File: src/rtl/div_issue_ctrl.sv
// rtl/div_issue_ctrl.sv - issue front-end for the iterative divider: launch, select result, hold for writeback
module div_issue_ctrl #(
    parameter int WORD_WIDTH = 32,
    parameter int TAG_W      = 6,
    parameter int RD_W       = 5
) (
    input  logic                  clk,
    input  logic                  rst,
    input  logic                  in_valid,
    output logic                  in_ready,
    input  logic [2:0]            in_opcode,
    input  logic [WORD_WIDTH-1:0] in_src1,
    input  logic [WORD_WIDTH-1:0] in_src2,
    input  logic [TAG_W-1:0]      in_tag,
    input  logic [RD_W-1:0]       in_rd,
    input  logic                  flush,
    output logic                  div_start,
    output logic [2:0]            div_opcode,
    output logic [WORD_WIDTH-1:0] div_divident,
    output logic [WORD_WIDTH-1:0] div_divisor,
    input  logic [WORD_WIDTH-1:0] div_quotient,
    input  logic [WORD_WIDTH-1:0] div_remainder,
    input  logic                  div_finish,
    output logic                  wb_valid,
    input  logic                  wb_ready,
    output logic [WORD_WIDTH-1:0] wb_data,
    output logic [TAG_W-1:0]      wb_tag,
    output logic [RD_W-1:0]       wb_rd,
    output logic                  busy
);
    localparam logic [2:0] DIV_OP_DIV  = 3'b100;
    localparam logic [2:0] DIV_OP_DIVU = 3'b101;

    typedef enum logic [1:0] {IDLE, RUN, DONE} state_t;

    state_t            state, state_next;
    logic              kill, kill_next;
    logic              sel_rem;
    logic [TAG_W-1:0]  op_tag;
    logic [RD_W-1:0]   op_rd;
    logic              acc;
    logic              capture;
    logic              cap_sel;
    logic [TAG_W-1:0]  cap_tag;
    logic [RD_W-1:0]   cap_rd;
    logic              unused_opcode_msb;

    assign unused_opcode_msb = in_opcode[2];

    assign in_ready = ~flush & ((state == IDLE) | ((state == DONE) & wb_ready));
    assign acc      = in_valid & in_ready;

    assign div_start    = acc;
    assign div_opcode   = acc ? (in_opcode[0] ? DIV_OP_DIVU : DIV_OP_DIV) : 3'b000;
    assign div_divident = acc ? in_src1 : '0;
    assign div_divisor  = acc ? in_src2 : '0;

    assign wb_valid = (state == DONE) & ~flush;
    assign busy     = (state != IDLE);

    // A divider that finishes in the start cycle has not seen the op fields registered yet.
    assign cap_sel = acc ? in_opcode[1] : sel_rem;
    assign cap_tag = acc ? in_tag : op_tag;
    assign cap_rd  = acc ? in_rd : op_rd;

    always_comb begin
        state_next = state;
        kill_next  = kill;
        capture    = 1'b0;
        case (state)
            IDLE: begin
                if (acc) begin
                    state_next = div_finish ? DONE : RUN;
                    capture    = div_finish;
                end
            end
            RUN: begin
                if (div_finish) begin
                    if (kill | flush) begin
                        state_next = IDLE;
                        kill_next  = 1'b0;
                    end else begin
                        state_next = DONE;
                        capture    = 1'b1;
                    end
                end else if (flush) begin
                    kill_next = 1'b1;
                end
            end
            DONE: begin
                // acc here implies wb_ready, so the held result drains on this edge
                if (flush) begin
                    state_next = IDLE;
                end else if (acc) begin
                    state_next = div_finish ? DONE : RUN;
                    capture    = div_finish;
                end else if (wb_ready) begin
                    state_next = IDLE;
                end
            end
            default: state_next = IDLE;
        endcase
    end

    always_ff @(posedge clk) begin
        if (rst) begin
            state   <= IDLE;
            kill    <= 1'b0;
            sel_rem <= 1'b0;
            op_tag  <= '0;
            op_rd   <= '0;
            wb_data <= '0;
            wb_tag  <= '0;
            wb_rd   <= '0;
        end else begin
            state <= state_next;
            kill  <= kill_next;
            if (acc) begin
                sel_rem <= in_opcode[1];
                op_tag  <= in_tag;
                op_rd   <= in_rd;
            end
            if (capture) begin
                wb_data <= cap_sel ? div_remainder : div_quotient;
                wb_tag  <= cap_tag;
                wb_rd   <= cap_rd;
            end
        end
    end
endmodule

File: config.mk
export PLATFORM = sky130hd
export DESIGN_NAME = div_issue_ctrl
export DESIGN_NICKNAME = d
export VERILOG_FILES = /design/src/rtl/div_issue_ctrl.sv
export SDC_FILE = /design/constraint.sdc
export NUM_CORES = 1
export LEC_CHECK = 0
export CORE_MARGIN = 2
export CORE_UTILIZATION = 34
export CTS_CLUSTER_SIZE = 25
export DETAILED_ROUTE_END_ITERATION = 8
export GPL_TIMING_DRIVEN = 0
export MAX_ROUTING_LAYER = met4
export PLACE_DENSITY = 0.92
export RECOVER_POWER = 25
export SYNTH_ARGS = -nofsm -noshare
export SYNTH_HDL_FRONTEND = slang
export SYNTH_SLANG_ARGS = --single-unit
File: constraint.sdc
create_clock -name clk -period 1.8 [get_ports clk]
set_input_delay 0.36 -clock clk [delete_from_list [all_inputs] [get_ports clk]]
set_output_delay 0.36 -clock clk [all_outputs]
set_load 0.05 [all_outputs]
==> Changelog: implementation, run 1 <==
## Flow update

* First-pass GRT wire length at 23.9 mm
* 1st-pass router iterations at 4
* Leading area contributor after synthesis: dfxtp_1
* Area growth, synth to finish at 107%
* Critical path launch point type: register
* Final hold violations at 0
* Die Ht at 105 um
* Yosys chip area at 3470 um^2
* EDFF count, synth at 0
* Highest metal layer with signal wires: met4
* DRC Markers at 0
* Cell Area, Synth at 3470 um^2
* Met3 wire len at 1.15 mm
* Yosys cell count at 401
* Violated checks: setup timing
* CTS H-Tree Depth at 3
* I/O Buffers at 257
* Io pins at 262
* Seq power at 0.00140 W
* Row Count at 36
* Pwr/cell area at 591 nW/um^2
* Mapped Cells at 401
* Slew @ Worst Pin at 742 ps
* Most frequent cells in the layout: clkdlybuf4s50_1, buf_8, and2_4
* CTS Hold Buffers Added at 0
* Distinct lib cells at 27
* GR Util met1 at 0.292
* Min-Delay Path Class: in2reg
* OpenROAD warning count at 30
* Dpl cells at 791
* Setup violators final at 72
* N_diodes at 0
* Root Buffer: clkbuf_8
* Setup crit end kind: output pin
* DP HPWL at 11.5 mm
* Placed cell area at 6310 um^2
* Fin nets at 837
* Ys flop type: dfxtp_1
* Post-Layout Inst Area at 7190 um^2
* Max-slew violation count at 0
* Initial drt markers at 216
* Yosys warns at 0
* Leak at 3.23 nW
* Clk buf depth at 2
* Vias in the first global route at 4490
* Layer with the highest usage: met2
* Setup ws final at -187 ps
* Final core utilization at 0.728
* Largest net degree at the start of global routing at 12
* Clock-pin slew on the worst setup and hold paths at 70 ps
* Met2 wire len at 8.41 mm
* Power Total at 0.00424 W
* Die X at 105 um
* Final hold slack at 441 ps
* Mean post-synth cell area at 8.66 um^2
* Fillers at 710
* CTS tree: done
* Routed vias at 4283
* FP Util at 0.352
* Multi-input gate area at 2090 um^2
* Total GRT Usage at 0.283
* Final period util at 1.10
* RSZ-0062 raised after global routing: yes
* Data required time of the worst path at 1440 ps
* Flops after synth at 58
* Top power group: combinational cells
* Outcome: finished with violations
* Most numerous cell in the Yosys netlist: and2_1
* Layout cells sized above 1 at 0.364
* Floorplan net count at 549
==> run 1: kinds of logic (layout without fill, tap and decap cells) <==
logic type             count (synthesis)  in the layout  share of synthesized area
multiplexers                          11             11                     0.0317
AND/OR/NAND/NOR                       91             91                      0.159
AND-OR/OR-AND                        157            157                      0.355
other                                  1              1                    0.00108
buffers and inverters                 83            375                      0.120
flip-flops                            58             58                      0.334
==> run 1: worst max-delay path, stage by stage, from the launching register on <==
cell	delay, ps
dfxtp_4	350
nor2_4	80
and3_4	280
buf_12	160
buf_8	110
and2_4	150
buf_8	140
==> run 1: registers in the layout, indices dropped and copies added (netlist names) <==
| signal | flops |
|---|---|
| wb_tag | 6 |
| op_rd | 5 |
| op_tag | 6 |
| wb_rd | 5 |
| state | 2 |
| wb_data | 32 |
| kill | 1 |
| sel_rem | 1 |
==> run 1: through the flow <==
stage,TNS [ps],setup WS (ps)
after floorplan,-1900,-56.0
after global placement,-108540,-1420
after detailed placement,-112050,-1480
after CTS,-12000,-227
after global routing,-14620,-243
final,-9300,-187
==> run 1: worst paths after layout <==
path         startpoint                to  cells past startpoint
min            wb_ready          state[0]                      3
max reg2reg    state[1]       wb_data[17]                      8
min reg2reg    op_rd[1]          op_rd[1]                      2
max            state[0]  div_divident[27]                      6
==> run 1: timing repair <==
item,CTS,global route
resized,683,31
setup endpoints to repair,150,110
setup buffers,11,4
pin swaps,61,4
cloned,6,1
==> run 1: area by class of cell <==
type / instances / area share
Buffer: 48 / 0.0582
Clock buffer: 12 / 0.0216
Clock inverter: 3 / 0.00209
Inverter: 34 / 0.0178
Multi-Input combinational cell: 260 / 0.291
Sequential cell: 58 / 0.162
Tap cell: 133 / 0.0232
Timing Repair Buffer: 278 / 0.424
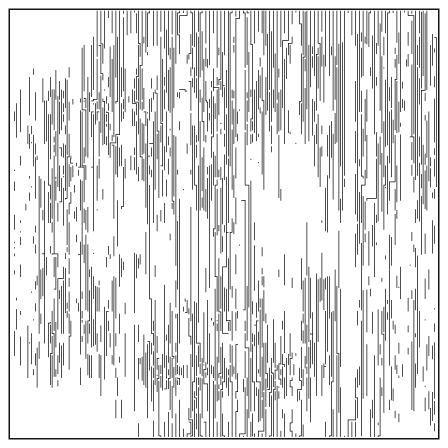
Run 1: M2 wires
nets with wire on the layer: 762
wire length on this layer: 8410 um
share of all routed wire: 52%
longest straight run: 45.9 um
main direction: vertical

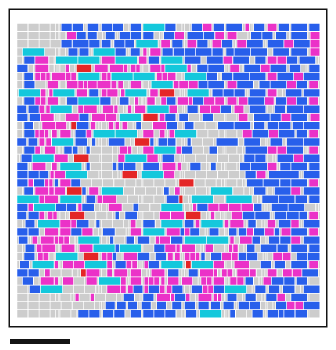
Run 1: cells coloured by class
Scale bar: 20 um. Fill, decap, tap and diode cells in grey.
legend:
  cyan:
    class: registers
    cells: 58
    share_of_their_area: 17%
  red:
    class: clock drivers and dummy loads
    cells: 15
    share_of_their_area: 2.4%
  magenta:
    class: remaining logic cells
    cells: 294
    share_of_their_area: 32%
  blue:
    class: remaining buffers and delay cells
    cells: 326
    share_of_their_area: 49%

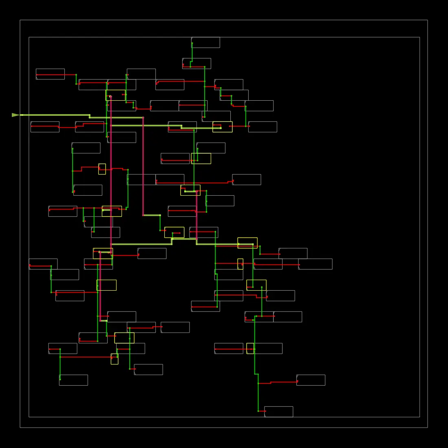
Run 1: clock nets
Seq cells: 58
CTS buffer count: 9
Clock Skews: 7.31 ps
clock tree sinks: 58

--- run 2 (diff from run 1) ---
--- a/config.mk
+++ b/config.mk
@@ -7,7 +7,6 @@
 export LEC_CHECK = 0
 export CORE_MARGIN = 2
 export CORE_UTILIZATION = 34
-export CTS_CLUSTER_SIZE = 25
 export DETAILED_ROUTE_END_ITERATION = 8
 export GPL_TIMING_DRIVEN = 0
 export MAX_ROUTING_LAYER = met4
==> Changelog: implementation, run 2 <==
## Flow update

* Root Buffer: clkbuf_8
* Reg power frac at 0.330
* Violated checks: setup timing
* DRC Markers at 0 (unchanged)
* Internal at 0.00274 W
* Crit-path max cell delay at 350 ps (about the same)
* Core area at 9860 um^2
* Fin nets at 837 (unchanged)
* Max-slew violation count at 0 (unchanged)
* Dpl cells at 791 (unchanged)
* Mapped Cells at 401 (unchanged)
* CTS tree: done
* Final ANT Viol Nets at 0
* CP top delay family: simple AND/OR/NAND/NOR gates
* Max_cap viols at 0
* Min-delay src: wb_ready
* Data required time of the worst path at 1440 ps (about the same)
* Clock tree sinks at 58 (unchanged)
* Worst Path Arrival at 1630 ps
* Most frequent CP cell: buf_8
* RSZ-0062 raised after global routing: yes
* DP HPWL at 11.5 mm (unchanged)
* Chip area at 11000 um^2
* Critical path launch point type: register
* Met2 wire len at 8.41 mm (unchanged)
* Clock-pin slew on the worst setup and hold paths at 70 ps (about the same)
* Setup TNS at -9300 ps (unchanged)
* Sw frac at 0.355
* Area growth, synth to finish at 107% (unchanged)
* OpenROAD warning count at 30 (unchanged)
* Max reg flops at 32 (unchanged)
* Fmax at 503 MHz
* Top cell type's share of synthesized area at 0.334
* Final core utilization at 0.728 (unchanged)
* Leading area contributor after synthesis: dfxtp_1
* Final hold slack at 441 ps (unchanged)
* Worst Setup Path Type: reg2out
* Die X at 105 um (unchanged)
* Final period util at 1.10 (unchanged)
* Most frequent cells in the layout: clkdlybuf4s50_1, buf_8, and2_4
* Buf/Inv on CP at 3 (unchanged)
* Wl on met1 at 6.02 mm
* DR vias/cell at 5.19
* Max FO, Critical Path at 7
* First-pass GRT wire length at 23.9 mm (unchanged)
* Largest Register: wb_data
* Leak at 3.23 nW (unchanged)
* Distinct lib cells at 27 (unchanged)
* Layout cells sized above 1 at 0.364 (unchanged)
* Routed vias at 4283 (unchanged)
* Slew @ Worst Pin at 742 ps (unchanged)
* FP Util at 0.352 (unchanged)
* Highest metal layer with signal wires: met4
* Io pins at 262 (unchanged)
* Asr flop ratio synth at 0
* Min-Delay Path Class: in2reg
* Clock Skews at 7.31 ps (unchanged)
* Cell Area, Synth at 3470 um^2 (unchanged)
* Yosys cell count at 401 (unchanged)
* Yosys chip area at 3470 um^2 (unchanged)
* Mean post-synth cell area at 8.66 um^2 (unchanged)
* Flop2flop setup slack at -10 ps
* Switching power at 0.00151 W
* Top flop regs: wb_data: 32 flops, op_tag: 6 flops, wb_tag: 6 flops
* Total GRT Usage at 0.283 (unchanged)
* Initial antenna violation count at 0
* Largest net degree at the start of global routing at 12 (unchanged)
* Initial drt markers at 216 (unchanged)
* Top cells by area: dfxtp_1, and2_1, a211oi_2
* Setup crit end kind: output pin
* CP max stage cell: dfxtp_4
* Fin cells at 826
* Most numerous cell in the Yosys netlist: and2_1
* Sequential area share after synthesis at 0.334
* VDD IR max at 0.485 mV
* CTS H-Tree Depth at 3 (unchanged)
* Floorplan net count at 549 (unchanged)
* Outcome: finished with violations
* Dpl ws at -1480 ps (unchanged)
* Gate power share at 0.415
* Setup ws final at -187 ps (unchanged)
* Pwr/cell area at 591 nW/um^2 (unchanged)
* Setup violators final at 72 (unchanged)
* Crit path from: state[0]
* CTS buffer count at 9 (unchanged)
* Clk buf depth at 2 (unchanged)
* Total grt overflow at 0
* Clk pwr share at 0.255
* Period minus WS final at 1990 ps
* Met3 wire len at 1.15 mm (unchanged)
* Yosys warns at 0 (unchanged)
* EDFF count, synth at 0 (unchanged)
* Most common logic cell in the routed design: clkdlybuf4s50_1
* Final hold violations at 0 (unchanged)
* CP Cell Sequence: nor2_4 -> and3_4 -> buf_12 -> buf_8 -> and2_4 -> buf_8
* I/O Buffers at 257 (unchanged)
* Vias in the first global route at 4490 (unchanged)
* WL per Instance at 19.6 um
* Placed cell area at 6310 um^2 (unchanged)
* RePlAce Congestion at 0.869
* 1st-pass router iterations at 4 (unchanged)
* Die Ht at 105 um (unchanged)
* Routed WL at 16.2 mm
* Worst slew margin at 0.505
* Worst reg2reg startpoint: state[1]
* Ys flop type: dfxtp_1
* Power Total at 0.00424 W (unchanged)
* Flops after synth at 58 (unchanged)
* CTS Hold Buffers Added at 0 (unchanged)
* Most instantiated cells after synthesis: and2_1, dfxtp_1, a21oi_1
* N_diodes at 0 (unchanged)
[run 2: logic make-up (layout without fill, tap and decap cells)]
group,after synthesis,after routing,share of synthesized area
compound gates,157,157,0.355
buf+inv,83,375,0.120
flops,58,58,0.334
mux,11,11,0.0317
other cells,1,1,0.00108
simple gates,91,91,0.159
[run 2: final cells by class]
class / count / area, um^2
clock buffer: 12 / 155
clock inverter: 3 / 15.0
buffer: 48 / 418
fill: 710 / 2680
inverter: 34 / 128
timing repair buffer: 278 / 3040
multi-input combinational: 260 / 2090
sequential: 58 / 1160
tap: 133 / 166
[run 2: path summary, 6_finish.rpt]
check,cells after the start,end
setup / recovery,6,div_divident[27]
hold reg to reg,2,op_rd[1]
hold / removal,3,state[0]
setup reg to reg,8,wb_data[17]
[run 2: repair_timing]
action / CTS / global route
pin swaps: 61 / 4
buffers inserted: 11 / 4
setup endpoints to repair: 150 / 110
gates resized: 683 / 31
cloned: 6 / 1
[run 2: per-layer routing]
| layer | GRT usage | up-vias |
|---|---|---|
| li1 | - | 1992 |
| met3 | 0.0724 | 51 |
| met5 | - | - |
| met4 | 0.123 | 0 |
| met2 | 0.508 | 218 |
| met1 | 0.292 | 2022 |
[run 2: power by group through the flow]
| stage | logic [W] | clock network, W | registers [W] |
|---|---|---|---|
| 4_1_cts | 0.00172 | 0.00108 | 0.00140 |
| 5_1_grt | 0.00183 | 0.00115 | 0.00141 |
| 2_1_floorplan | 0.000684 | 0 | 0.00162 |
| 6_report | 0.00176 | 0.00108 | 0.00140 |
| 3_5_place_dp | 0.00155 | 0 | 0.00143 |
| 3_3_place_gp | 0.00152 | 0 | 0.00142 |
[run 2: worst reg2reg max path, delay by kind of cell, from the launching register on]
family                 cells  cell delay, ps
buffers and inverters      4             540
AND-OR/OR-AND              3             540
flip-flops                 1             370
AND/OR/NAND/NOR            1             210
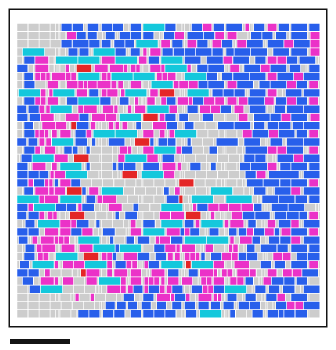
Run 2: cells coloured by class
Scale bar: 20 um. Fill, decap, tap and diode cells in grey.
Row Count: 36
Post-Layout Inst Area: 7190 um^2

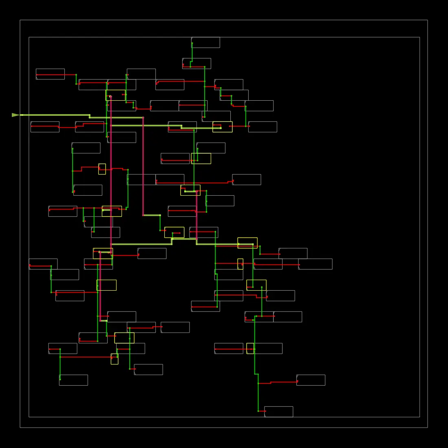
Run 2: clock nets
Clock Buffer Count: 12
clk ins delay skew pair: 340 ps
Clk. pwr: 0.00108 W

No activity file was given, so power comes from the tool's default toggle rates.
